==> images/flops_by_reg.png <==
Drawn at 1.5 px/um.
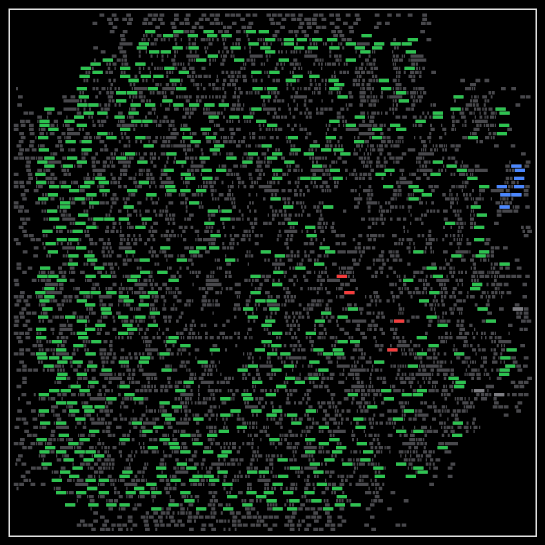
==> images/layer_met3.png <==
Drawn at 1 px/um.
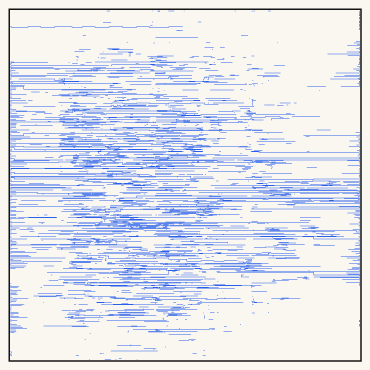
==> images/placement_by_type.png <==
Drawn at 1 px/um.
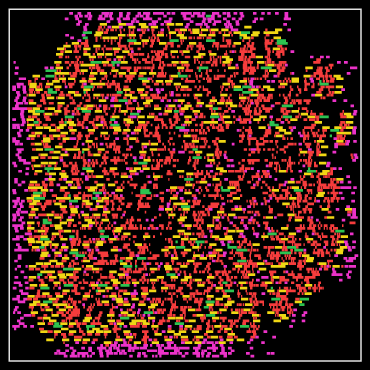
$ cat src/rtl/ras_recover_ctrl.sv
// Return-address-stack sequencer: arbitrates speculative push/pop from fetch,
// maintains a committed shadow stack and replays it into the stack after a flush.
module ras_recover_ctrl #(
    parameter int STACKDEEP  = 16,
    parameter int STACKPTRW  = 4,
    parameter int STACKWIDE  = 32,
    parameter int RECURCOUNT = 7
) (
    input  logic                                               Clk,
    input  logic                                               Rest,
    input  logic                                               F_CALL,
    input  logic [STACKWIDE-1:0]                               F_CALL_PC,
    input  logic                                               F_RET,
    output logic                                               F_CALL_ACK,
    output logic                                               F_RET_ACK,
    output logic                                               RET_PRED_VALID,
    input  logic                                               C_CALL,
    input  logic [STACKWIDE-1:0]                               C_CALL_PC,
    input  logic                                               C_RET,
    output logic                                               C_READY,
    input  logic                                               FLUSH,
    output logic                                               S_WABLE,
    output logic                                               S_RABLE,
    output logic [STACKWIDE-1:0]                               S_DIN,
    input  logic                                               S_FULL,
    input  logic                                               S_EMPTY,
    output logic                                               S_RELOAD,
    output logic [STACKPTRW-1:0]                               S_RELOADPTR,
    output logic [(STACKDEEP-1)*(STACKWIDE+RECURCOUNT)-1:0]    S_RELOADLINES,
    output logic                                               BUSY,
    output logic [7:0]                                         DROP_CNT
);
    localparam int NENT = STACKDEEP - 1;
    localparam int EW   = STACKWIDE + RECURCOUNT;
    localparam logic [STACKPTRW-1:0]  PTR_LAST = STACKPTRW'(NENT);
    localparam logic [STACKPTRW-1:0]  PTR_ONE  = STACKPTRW'(1);
    localparam logic [RECURCOUNT-1:0] CNT_MAX  = '1;
    localparam logic [RECURCOUNT-1:0] CNT_ONE  = RECURCOUNT'(1);

    localparam logic [1:0] ST_IDLE   = 2'd0;
    localparam logic [1:0] ST_RELOAD = 2'd1;
    localparam logic [1:0] ST_SETTLE = 2'd2;

    logic [1:0]            state_q, state_d;
    logic [STACKPTRW-1:0]  ptr_q, ptr_d, pop_ptr;
    logic [STACKWIDE-1:0]  addr_q [NENT];
    logic [STACKWIDE-1:0]  addr_d [NENT];
    logic [STACKWIDE-1:0]  pop_addr [NENT];
    logic [RECURCOUNT-1:0] cnt_q [NENT];
    logic [RECURCOUNT-1:0] cnt_d [NENT];
    logic [RECURCOUNT-1:0] pop_cnt [NENT];
    logic                  rpv_q, rpv_d;
    logic [7:0]            drop_q, drop_d;
    logic [8:0]            drop_sum;
    logic                  idle, fetch_en, c_en, fetch_drop, shadow_drop, top_hit;

    assign idle     = (state_q == ST_IDLE);
    assign fetch_en = Rest && idle && !FLUSH;
    assign c_en     = Rest && idle;

    // Return wins over call; a full/empty stack still acks so fetch never stalls.
    assign F_RET_ACK   = fetch_en && F_RET;
    assign F_CALL_ACK  = fetch_en && F_CALL && !F_RET;
    assign S_RABLE     = F_RET_ACK && !S_EMPTY;
    assign S_WABLE     = F_CALL_ACK && !S_FULL;
    assign fetch_drop  = F_CALL_ACK && S_FULL;
    assign S_DIN       = F_CALL_PC;
    assign rpv_d       = S_RABLE;

    assign C_READY        = idle;
    assign BUSY           = !idle;
    assign S_RELOAD       = Rest && (state_q == ST_RELOAD);
    assign S_RELOADPTR    = ptr_q;
    assign RET_PRED_VALID = rpv_q;
    assign DROP_CNT       = drop_q;

    genvar gi;
    generate
        for (gi = 0; gi < NENT; gi++) begin : g_pack
            assign S_RELOADLINES[gi*EW +: EW] = {cnt_q[gi], addr_q[gi]};
        end
    endgenerate

    always_comb begin
        state_d = state_q;
        case (state_q)
            ST_IDLE:   if (FLUSH) state_d = ST_RELOAD;
            ST_RELOAD: state_d = ST_SETTLE;
            ST_SETTLE: state_d = ST_IDLE;
            default:   state_d = ST_IDLE;
        endcase
    end

    // Shadow update: the committed return is applied first, the call sees its result.
    always_comb begin
        pop_ptr     = ptr_q;
        pop_addr    = addr_q;
        pop_cnt     = cnt_q;
        shadow_drop = 1'b0;
        top_hit     = 1'b0;
        if (c_en && C_RET && ptr_q != '0) begin
            for (int i = 0; i < NENT; i++) begin
                if (ptr_q == STACKPTRW'(i + 1)) begin
                    if (cnt_q[i] > CNT_ONE) begin
                        pop_cnt[i] = cnt_q[i] - CNT_ONE;
                    end else begin
                        pop_cnt[i]  = '0;
                        pop_addr[i] = '0;
                        pop_ptr     = ptr_q - PTR_ONE;
                    end
                end
            end
        end
        ptr_d  = pop_ptr;
        addr_d = pop_addr;
        cnt_d  = pop_cnt;
        if (c_en && C_CALL) begin
            for (int i = 0; i < NENT; i++) begin
                if (pop_ptr == STACKPTRW'(i + 1) && pop_addr[i] == C_CALL_PC &&
                    pop_cnt[i] != CNT_MAX) begin
                    cnt_d[i] = pop_cnt[i] + CNT_ONE;
                    top_hit  = 1'b1;
                end
            end
            if (!top_hit) begin
                if (pop_ptr < PTR_LAST) begin
                    for (int i = 0; i < NENT; i++) begin
                        if (pop_ptr == STACKPTRW'(i)) begin
                            addr_d[i] = C_CALL_PC;
                            cnt_d[i]  = CNT_ONE;
                        end
                    end
                    ptr_d = pop_ptr + PTR_ONE;
                end else begin
                    shadow_drop = 1'b1;
                end
            end
        end
    end

    always_comb begin
        drop_sum = {1'b0, drop_q} + 9'(fetch_drop) + 9'(shadow_drop);
        drop_d   = drop_sum[8] ? 8'hFF : drop_sum[7:0];
    end

    always_ff @(posedge Clk) begin
        if (!Rest) begin
            state_q <= ST_IDLE;
            ptr_q   <= '0;
            rpv_q   <= 1'b0;
            drop_q  <= '0;
            for (int i = 0; i < NENT; i++) begin
                addr_q[i] <= '0;
                cnt_q[i]  <= '0;
            end
        end else begin
            state_q <= state_d;
            ptr_q   <= ptr_d;
            rpv_q   <= rpv_d;
            drop_q  <= drop_d;
            for (int i = 0; i < NENT; i++) begin
                addr_q[i] <= addr_d[i];
                cnt_q[i]  <= cnt_d[i];
            end
        end
    end
endmodule

$ cat config.mk
export PLATFORM = sky130hd
export DESIGN_NAME = ras_recover_ctrl
export DESIGN_NICKNAME = d
export VERILOG_FILES = /design/src/rtl/ras_recover_ctrl.sv
export SDC_FILE = /design/constraint.sdc
export NUM_CORES = 2
export LEC_CHECK = 0
export CAP_MARGIN = 20
export CORE_MARGIN = 2
export CORE_UTILIZATION = 31
export DETAILED_ROUTE_END_ITERATION = 12
export HOLD_SLACK_MARGIN = 0.08
export PLACE_DENSITY_LB_ADDON = 0.15
export SETUP_SLACK_MARGIN = 0.05
export SLEW_MARGIN = 30
export SYNTH_ARGS = -nofsm -noshare
export SYNTH_HDL_FRONTEND = slang
export SYNTH_SLANG_ARGS = --single-unit
$ cat constraint.sdc
create_clock -name Clk -period 17.4 [get_ports Clk]
set_input_delay 3.48 -clock Clk [delete_from_list [all_inputs] [get_ports Clk]]
set_output_delay 3.48 -clock Clk [all_outputs]
set_load 0.02 [all_outputs]
==> results.txt <==
yosys + openroad results -> fmax=103 MHz, WS Path Type=in -> reg, unrepaired setup endpoints after global routing=false, top cells by area=dfxtp_1 (32%), mux2i_1 (5.8%), xnor2_1 (5.7%), Largest logic family=simple AND/OR/NAND/NOR gates, Die X=350 um, Critical R2R Launch=S_RELOADPTR[0], postcts setup bufs=0, DRC Markers=0, number of diodes=6, Die Area=123000 sq um, Seq share, synth=32.3%, comb pwr=746 uW, most frequent cells in the layout=clkdlybuf4s50_1 (613), dfxtp_1 (600), nand2_1 (450), o21ai_0 (403), nand3_1 (388), status=finished, final reports clean, clock buffers=112, wire length of the first global-routing pass=321000 um, Yosys top cell by area=dfxtp_1, DRT Pass-1 Iters=6, Tmin final=9.73 ns, most frequent logic cell in the layout=clkdlybuf4s50_1, site row count=127
-- flops_by_reg.png (at the start) --
| signal | colour | flops |
|---|---|---|
| DROP_CNT | blue | 8 |
| S_RELOADLINES | green | 585 |
| S_RELOADPTR | red | 4 |
not coloured: 3
sequential group power: 1.44 mW
final core occ: 39.7%
flop share of the area: 25.3%
Reg area: 12000 sq um

-- layer_met3.png (at the start) --
wire length on this layer: 29.6 mm
longest straight run: 177 um
share of all routed wire: 12%
drt total wl: 239000 um
routed via count: 42200
met3 usage: 12.7%

-- placement_by_type.png (at the start) --
| class | colour | cells | share of their area |
|---|---|---|---|
| other buffers and delay cells | magenta | 795 | 16% |
| flops | yellow | 600 | 26% |
| clock drivers and dummy loads | green | 131 | 5.6% |
| combinational and other logic | red | 3731 | 52% |

==> Yosys cell counts, types with 17 or more instances <==
| master | instances |
|---|---|
| dfxtp_1 | 600 |
| nand2_1 | 460 |
| o21ai_0 | 403 |
| nand3_1 | 392 |
| nor2_1 | 300 |
| xnor2_1 | 243 |
| clkbuf_1 | 239 |
| mux2i_1 | 217 |
| nor3_1 | 191 |
| xor2_1 | 124 |
| a21oi_1 | 118 |
| inv_1 | 104 |
| nand4_1 | 101 |
| nor4_1 | 92 |
| buf_2 | 66 |
| nor2b_1 | 65 |
| nand2b_1 | 62 |
| buf_1 | 60 |
| ha_1 | 53 |
| a31oi_1 | 52 |
| and3_1 | 52 |
| o22ai_1 | 50 |
| buf_4 | 43 |
| or4_1 | 39 |
| or3_1 | 38 |
| a211oi_1 | 32 |
| nor4b_1 | 29 |
| or2_2 | 25 |
| and2_1 | 24 |
| o2111ai_1 | 24 |
| a22oi_1 | 22 |
| nor4bb_1 | 20 |
| a2111oi_0 | 19 |
| nor3b_1 | 19 |
| and4_1 | 17 |
| o211ai_1 | 17 |
| o21a_1 | 17 |
| o31ai_1 | 17 |
==> worst max-delay path, stage by stage <==
cell             delay [ns]
clkdlybuf4s50_1        0.44
nand4bb_2              0.10
buf_4                  0.45
a21o_1                 0.53
a21oi_4                0.10
xnor2_1                0.69
ha_1                   0.44
buf_4                  0.29
o2111ai_1              0.18
or4_1                  0.54
nor3_1                 0.43
o2111ai_1              0.27
o211a_1                0.29
and2_1                 0.31
and4_1                 0.35
fa_1                   0.44
and3_1                 0.21
and3_1                 0.26
nand4_1                0.22
o21a_1                 0.16
nor2_1                 0.03
==> sequential cells by signal, indices dropped and copies added (netlist names) <==
signal and cells:
S_RELOADPTR 4, DROP_CNT 8, S_RELOADLINES 585, RET_PRED_VALID 1, state_q 2
Power is estimated from default activity; no workload was simulated.
